==> config.mk <==
export PLATFORM = sky130hd
export DESIGN_NAME = pwm_multi
export DESIGN_NICKNAME = d
export VERILOG_FILES = /design/src/rtl/pwm_multi.sv
export SDC_FILE = /design/constraint.sdc
export NUM_CORES = 1
export LEC_CHECK = 0
export CORE_UTILIZATION = 35
export CTS_CLUSTER_DIAMETER = 100
export CTS_CLUSTER_SIZE = 8
export DETAILED_ROUTE_END_ITERATION = 10
export GPL_TIMING_DRIVEN = 0
export HOLD_SLACK_MARGIN = 0.05
export PLACE_DENSITY = 0.58
export REMOVE_ABC_BUFFERS = 1
export SLEW_MARGIN = 0
export SYNTH_ARGS = -nofsm -noshare
export SYNTH_HDL_FRONTEND = slang
export SYNTH_SLANG_ARGS = --single-unit
export TNS_END_PERCENT = 20
==> constraint.sdc <==
create_clock -name clk -period 2.85 [get_ports clk]
set_input_delay 0.855 -clock clk [delete_from_list [all_inputs] [get_ports clk]]
set_output_delay 0.855 -clock clk [all_outputs]
set_load 0.005 [all_outputs]
==> images/congestion.png <==
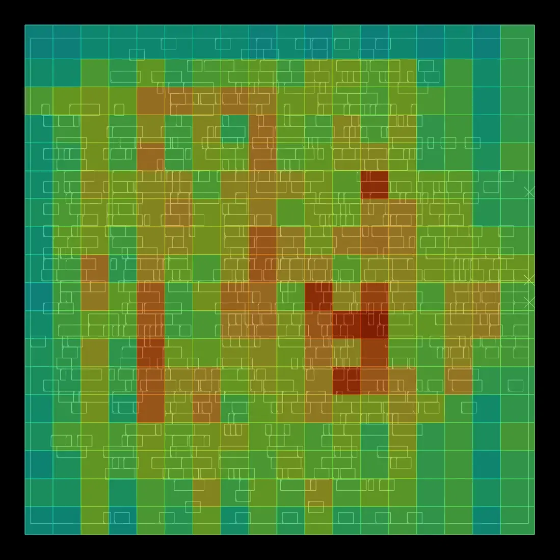
grt met3 use: 2.68%
GR peak layer: met2
Avg WL per Cell: 13.0 um

==> images/wires.png <==
Bar = 50 um.
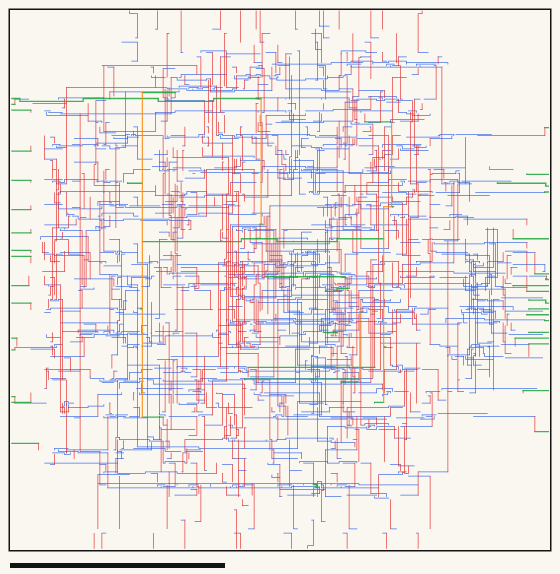
Key: blue = metal 1 [wire length 5150 um]; green = metal 3 [wire length 373 um]; red = metal 2 [wire length 4810 um]; orange = metal 4 [wire length 188 um]
via count: 3811
gr usage total: 13.8%
final wirelength: 10.5 mm

==> images/logic_types.png <==
Bar = 50 um.
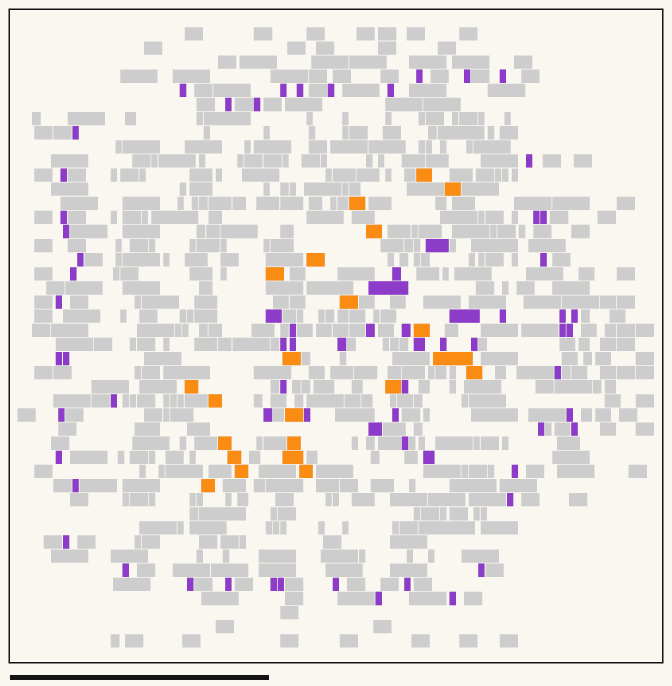
Key: orange = non-inverting ao/oa cells [cells 22]; purple = nor cells [cells 71, where all over the die]
fin cells: 807
Comb/total area: 45.0%

==> images/cell_density.png <==
13 x 13 tiles, from dark blue (low) to red (high), 0 to 100% covered.
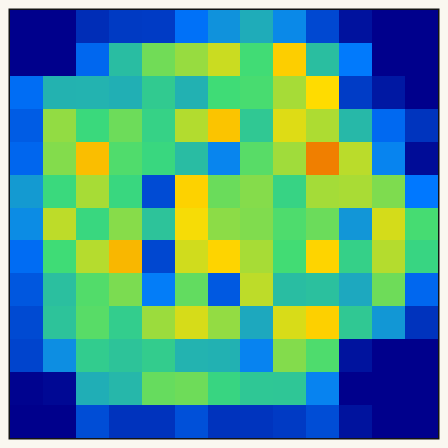
The mean over all tiles is 38%. 5.9% of the tiles are over 75% full. 12% of the tiles are nearly empty. The fullest tile reaches 86%. The emptiest ninth of the die: lower right.
Initial Utilization: 36.4%
fin util: 42.8%

==> flow_metrics.py <==
# Flow results
metrics = {
    "sta": {
        "hold_violations": 0,
        "fin_hold_ws_ns": 0.459,
        "slew_viol_final": 0,
        "worst_pin_slew_ns": 0.793,
        "relSlewSlack_pct": 47.1,
        "post-route-period-util_pct": 93.6,
        "fin_crit_ns": 2.67,
    },
    "logic_synthesis": {
        "yosys-top-cells-count": "dfxtp_1 (107), nand2_1 (90), mux2i_1 (82)",
        "ys_types": 52,
        "largest_area_cell": "dfxtp_1",
        "ys_seq_share_pct": 40.0,
        "yosysWarnings": 0,
        "post_synth.cell_area_avg_um2": 9.29,
        "async_reset_ff_share_pct": 0,
        "edf_count": 0,
        "topCellsByArea": "dfxtp_1 (40%), mux2i_1 (15%), ha_1 (9.4%)",
        "ys_ff": 107,
    },
    "drt": {
        "wl_met1_mm": 5.15,
        "drt_first_pass_iters": 7,
        "wl_met2_mm": 4.81,
        "dr_wl_met3_um": 373,
        "drc": 3,
    },
    "clocking": {
        "postCtsHoldBufs": 0,
        "insertion_delay_ns": 0.35,
        "cts_buffer_depth": 2,
        "clkTransAtPathRegs_ns": 0.07,
        "clock_sinks": 107,
        "cts_made_buffers": 9,
        "cts_max_level": 3,
    },
    "critical_path": {
        "crit_required_ns": 3.10,
        "cp-start-kind": "flop",
        "crit_chain": "ha_1 -> nor2_1 -> nor3_1 -> a21oi_2 -> nand2_2 -> a32o_4 -> buf_12 -> and2_1",
        "r2r_setup_slack_ns": 0.18,
        "crit_type": "reg -> reg",
        "worstSetupEndpointType": "flop",
    },
    "grt": {
        "antenna_found_initial": 0,
        "use_met1_pct": 17.3,
    },
    "final_layout": {
        "fillers": 1424,
        "drive_above_1_share_pct": 5.62,
        "diodes": 0,
        "stdcell_area_um2": 6290,
        "nets": 713,
    },
    "power": {
        "p_leak_nw": 2.47,
        "peakVddDrop_v": 0.000254,
        "power.total_mw": 3.10,
        "p_per_area_nw_per_um2": 493,
    },
    "die": {
        "coreArea_um2": 14700,
        "die_w_um": 126,
        "num_rows": 44,
    },
    "placement": {
        "dpl-instance-area_um2": 5970,
        "preCtsSetupSlack_ns": -0.896,
        "dp_hpwl_mm": 7.37,
        "numPortBuffers": 58,
        "post-place-cells": 791,
    },
    "min_path": {
        "min_path_type": "reg -> reg",
    },
    "job": {
        "maxCapViolCount": 0,
    },
    "outcome": {
        "status": "finished, violations left",
        "violations": "DRC",
    },
}
## worst max-delay path: cells and delay by family, from the launching register on
family | cells | cell delay, ns
AND-OR/OR-AND | 2 | 0.72
adder cells (fa/ha/maj) | 1 | 0.34
flip-flops | 1 | 0.71
buffers and inverters | 1 | 0.20
AND/OR/NAND/NOR | 4 | 0.58
## layout make-up
| cell class | count | area, um2 | share of cell area [%] |
|---|---|---|---|
| Clock buffer | 11 | 243 | 3.86 |
| Clock inverter | 3 | 40.0 | 0.637 |
| Inverter | 43 | 161 | 2.57 |
| Multi-Input combinational cell | 397 | 2830 | 45.0 |
| Sequential cell | 107 | 2140 | 34.1 |
| Tap cell | 184 | 230 | 3.66 |
| Timing Repair Buffer | 62 | 638 | 10.1 |
## where the power goes
part | internal [mW] | total (mW) | leakage [nW] | switching (mW)
clock network | 0.693 | 1.21 | 0.141 | 0.519
registers | 1.55 | 1.58 | 0.873 | 0.0301
logic | 0.164 | 0.307 | 1.46 | 0.144
total | 2.40 | 3.10 | 2.47 | 0.693
## timing repair
item | CTS | global route
gates cloned | 0 | 1
gates resized | 3 | 0
setup buffers | 1 | 0
setup endpoints to repair | 42 | 2
pin swaps | 2 | 1
## placed cells by master, fill, tap and decap left out, drive strengths merged, types with 9 or more instances in the layout
cell,netlist,routed
a21o,9,9
clkbuf,10,11
clkdlybuf4s50,0,56
dfxtp,107,107
ha,40,40
inv,43,43
mux2i,82,82
nand2,91,91
nand3,14,14
nor2,59,59
o21ai,11,11
xnor2,15,15
xor2,9,9
## kinds of logic after synthesis
family,synth area share (%)
adders and majority gates,9.35
AOI/OAI and AO/OA,7.83
and+or+nand+nor,15.7
muxes,15.5
xor gates and xnor gates,3.93
DFF,40.0
buffers and inverters,7.58
Power is estimated from default activity; no workload was simulated.
